Run 1, metal layers overlaid:
Only two layers are drawn.
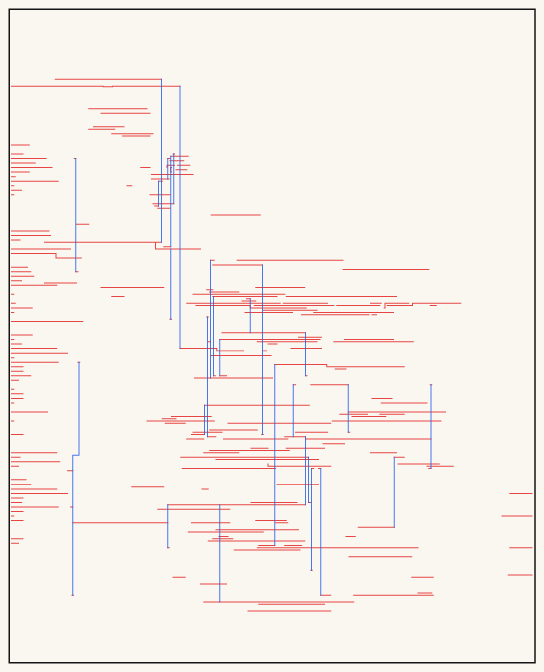
Run 1, register map, names as in the netlist:
Other sequential cells in the stronger gray, the rest of the logic in the fainter gray.
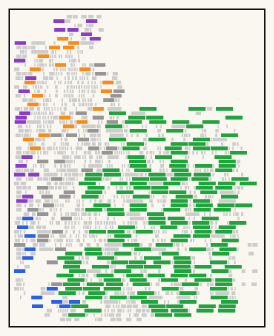
Run 1, routing congestion:
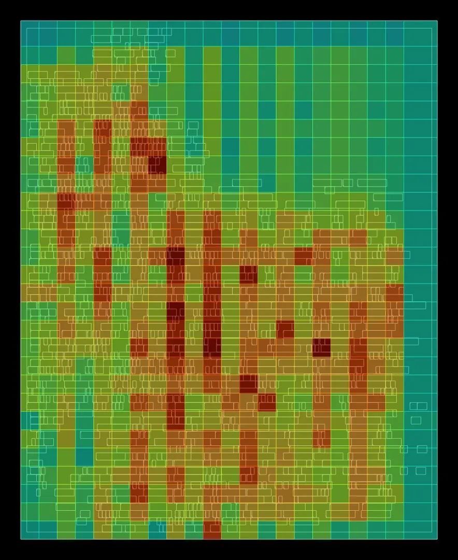
Run 1, met3 routing:
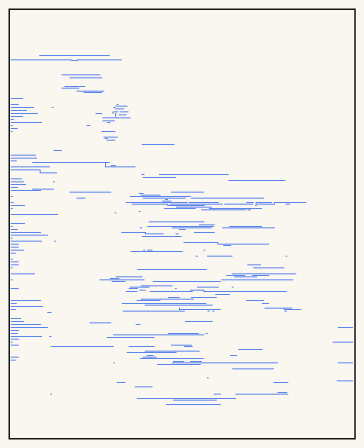
==> config.mk <==
export PLATFORM = sky130hd
export DESIGN_NAME = vga_fb_arbiter
export DESIGN_NICKNAME = d
export VERILOG_FILES = /design/src/rtl/vga_fb_arbiter.sv
export SDC_FILE = /design/constraint.sdc
export NUM_CORES = 1
export LEC_CHECK = 0
export ABC_AREA = 1
export ABC_CLOCK_PERIOD_IN_PS = 4600
export CORE_ASPECT_RATIO = 1.25
export CORE_MARGIN = 2
export CORE_UTILIZATION = 40
export DETAILED_ROUTE_END_ITERATION = 8
export GPL_ROUTABILITY_DRIVEN = 0
export PLACE_DENSITY = 0.68
export SLEW_MARGIN = 20
export SYNTH_ARGS = -nofsm -noshare
export SYNTH_HDL_FRONTEND = slang
export SYNTH_SLANG_ARGS = --single-unit
==> constraint.sdc <==
create_clock -name VGA_CLK -period 4.6 [get_ports VGA_CLK]
set_input_delay 0.46 -clock VGA_CLK [delete_from_list [all_inputs] [get_ports VGA_CLK]]
set_output_delay 0.46 -clock VGA_CLK [all_outputs]
set_load 0.005 [all_outputs]
==> results.toml, run 1 <==
# implementation run metrics
[grt]
antenna_found_initial = 0
grt_max_degree = 81
grt_usage_pct = 19.8
grt_pass1_wl_mm = 47.1
grt_overflow = 0
use_met2_pct = 33.9
grt_pass1_vias = 8503

[final_timing]
maxSlewViolCount = 0
max_freq_ghz = 0.272
holdWs_ns = 0.405
tns_ns = 0
grt_setup_unrepaired = "no"
period_used_pct = 79.9
hold_violations = 0
slew_headroom_pct = 42.4

[setup_path]
arrival_ns = 3.21
cpMaxStageDelayCell = "clkdlybuf4s50_1"
regToRegSetupSlack_ns = 1.27
max_stage_delay_ns = 0.58
r2r.worst_path.cells = 26
start_kind = "primary input"
endpoint_kind = "primary output"
path_class = "in -> out"

[yosys]
async_flop_share_pct = 0
synthCells = 1176
top_area_cell = "edfxtp_1"
yosysTopAreaCellShare_pct = 48.9
top_cell = "nand2_1"
synthTopCellsByCount = "313 x nand2_1, 192 x edfxtp_1, 119 x a21oi_1, 109 x nor2_1, 91 x inv_1"
synth_nets = 1242
ys_cells = 1176
yosys-top-cells-area = "edfxtp_1 49%, dfxtp_1 14%, nand2_1 10%"
synth_area_sq_um = 11800
ys_seq_elements = 277
yosys.stat.seqShare_pct = 63.3
syn-mean-instance-area_sq_um = 10.0
edf_count = 192

[cts]
cts_tree = "done"
post_cts_buffers = 0
ctsResizeCount = 0
cts_hold_buf = 0
cts_max_level = 1
cts_sinks = 277

[routing]
drtIter0Drc = 666
drc_errors = 0
via_per_inst = 5.15
first_pass_iters = 5

[floorplan]
core_util_floorplan_pct = 40.4
num_io_pins = 109
die_x_um = 158
core_sq_um = 29200
die_h_um = 196
chipArea_sq_um = 30900

[run]
log.warning_count = 29
drv_cap = 0

[cells_and_area]
final_common_cell = "nand2_1"
nets = 1360
drive_gt1_share_pct = 10.5
fill_cells = 2655
diodes = 0

[placement]
dp_hpwl_mm = 19.6

[hold_path]
whs_path_depth = 3
hold_class = "in -> reg"

[power]
p_per_area_nw_per_um2 = 417

[run_status]
outcome = "finished clean"
Notes on 'metal layers overlaid' above:
Key: M3 = red [wire length 2420 um]; M4 = blue [wire length 775 um]
DR vias: 8813
Detailed Route WL: 30.4 mm

Notes on 'register map, names as in the netlist' above:
Key: `mem_addr` = purple [sequential cells 19]; `ptr_q` = orange [sequential cells 20, where top left]; `fifo_q` = green [sequential cells 192]; `mem_wdata` = blue [sequential cells 12, where bottom left]
Another 34 sequential cells are not colored.
final core utilization: 49.2%
Reg area: 7470 sq um
Seq group: 2770 uW
sequential cell area share: 52.1%

Notes on 'routing congestion' above:
GR Util met1: 25.4%
Routed WL per cell: 17.8 um

Notes on 'met3 routing' above:
The longest straight run is 48.3 um. The layer carries 2420 um of wire. The wires run mostly horizontal.
grt met3 use: 3.82%

## run 1: logic make-up after synthesis
kind of cell    synth area share (%)
compound gates                  10.4
xor+xnor                       0.520
fa+ha+maj                       1.87
buf+inv                         5.81
flops                           63.3
simple gates                    18.1
## run 1: routing by layer
layer	vias to the layer above	share of wire [%]
met5	-	0
met1	4191	40
met2	358	49
met4	0	2.5
met3	64	8.0
li1	4200	-
## run 1: area by class of cell
cell class	instances	area (sq um)	area share, %
inverter	100	378	2.63
clock inverter	19	236	1.65
sequential	277	7470	52.1
tap	396	495	3.45
multi-input combinational	743	3660	25.5
timing repair buffer	144	1360	9.51
clock buffer	33	739	5.16
## run 1: metrics by stage
step	worst slack (ns)	utilization (%)	area (sq um)	cells	total power (uW)
6_report	0.925	49.2	14300	1712	5980
5_1_grt	0.636	49.2	14300	1712	6220
4_1_cts	0.888	49.2	14300	1712	6020
3_5_place_dp	0.501	45.8	13400	1660	3670
3_3_place_gp	0.633	45.8	13400	1660	3660
2_1_floorplan	1.44	-	11800	1176	3330
## run 1: worst max-delay path: cells and delay by family
family | cells | cell delay (ns)
and+or+nand+nor | 5 | 0.51
xor gates and xnor gates | 1 | 0.16
buffers and inverters | 5 | 1.90
adders and majority gates | 1 | 0.16
## run 1: power breakdown
| part | total [uW] | leakage, uW | switching [uW] | internal [uW] |
|---|---|---|---|---|
| clock network | 2360 | 0.000476 | 974 | 1390 |
| logic | 843 | 0.00247 | 526 | 317 |
| registers | 2770 | 0.00242 | 36.6 | 2740 |
==> run 2: changes to the inputs <==
- ABC_CLOCK_PERIOD_IN_PS: 4600 -> 3900
- clock period: 4.6 -> 3.9 ns (I/O delays scaled with it)
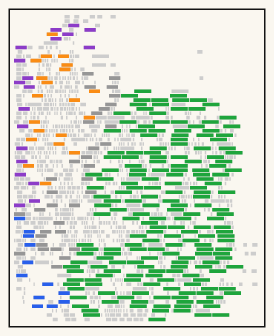
Run 2: register map, names as in the netlist
Other sequential cells in the stronger gray, the rest of the logic in the fainter gray.
Key: `mem_wdata` = blue [sequential cells 12, where bottom left]; `ptr_q` = orange [sequential cells 20]; `fifo_q` = green [sequential cells 192]; `mem_addr` = purple [sequential cells 19]
Another 34 sequential cells are not colored.
final core utilization: 49.3%
sequential cell area share: 51.9%
Seq group: 3270 uW

==> results.toml, run 2 <==
# implementation run metrics
[placement]
dp_hpwl_mm = 20.2
placed_cells = 1677
placed_cell_area_sq_um = 13500

[yosys]
synthCells = 1176
top_cell = "nand2_1"
edf_count = 192
syn-mean-instance-area_sq_um = 10.0

[cells_and_area]
comb_area_sq_um = 3660
final_area_sq_um = 14400
final_common_cell = "nand2_1"

[routing]
wl_mm = 31.3
vias = 8903
drtIter0Drc = 642
post_drt_wl_per_cell_um = 18.1
first_pass_iters = 7

[hold_path]
whs_path_depth = 3

[cts]
cts_tree = "done"
ctsResizeCount = 0
post_cts_buffers = 0
cts_sinks = 277

[setup_path]
crit_cells = 23
crit_buf_inv = 1
arrival_ns = 3.82
regToRegSetupSlack_ns = 0.59
start_kind = "primary input"

[run_status]
outcome = "finished clean"

[final_timing]
hold_violations = 0
period_used_pct = 87.1
max_freq_ghz = 0.294
setup_ws_ns = 0.503

[floorplan]
die_h_um = 196
core_util_floorplan_pct = 40.4

[grt]
grt_pass1_vias = 8815
grt_overflow = 0
grt_usage_pct = 20.3

[run]
log.warning_count = 29
[run 2: cell families after synthesis]
kind of cell,share of synthesized area (%)
fa+ha+maj,1.87
buf+inv,5.81
compound gates,10.4
flops,63.3
xor+xnor,0.520
simple gates,18.1
[run 2: layout make-up]
type                    count  share of cell area, %
repair buffers            161                   10.5
well taps                 396                   3.44
clock buffers              31                   4.80
multi-input cells         743                   25.4
flip-flops and latches    277                   51.9
inverters                 100                   2.63
clock inverters            18                   1.26
[run 2: worst reg2reg max path, cell delays in order (launching register included)]
cell,delay (ns)
dfxtp_1,0.34
ha_1,0.19
inv_1,0.05
nor2_1,0.03
ha_1,0.28
nand3_1,0.09
nand2_1,0.10
nand2_1,0.06
xor2_1,0.15
nor2_2,0.14
nand3_2,0.10
nand2_2,0.11
ha_1,0.18
ha_1,0.19
nand2_1,0.11
nor2_4,0.20
nand2_2,0.12
nor2_1,0.15
nor2_1,0.08
nor2_1,0.11
nand2_1,0.06
nor2_1,0.13
nand3_2,0.10
nand2_1,0.09
a21oi_2,0.05
[run 2: routing by layer]
layer | track usage [%] | vias to the layer above | routed length [um]
met3 | 3.07 | 91 | 1960
met5 | 0 | - | 0
met4 | 8.62 | 0 | 1300
met1 | 25.2 | 4211 | 12400
li1 | - | 4238 | -
met2 | 35.0 | 363 | 15600
[run 2: metrics by stage]
stage	TNS, ns	hold WS, ns	power (uW)
after floorplan	0	0.390	3930
after global placement	0	0.412	4330
after detailed placement	-0.0592	0.414	4350
after CTS	0	0.339	6910
after global routing	0	0.360	7130
final	0	0.358	6860
[run 2: power breakdown]
part / switching (uW) / internal, uW
registers: 44.9 / 3230
clock network: 1100 / 1470
logic: 631 / 385
Power and IR drop assume default switching activity.
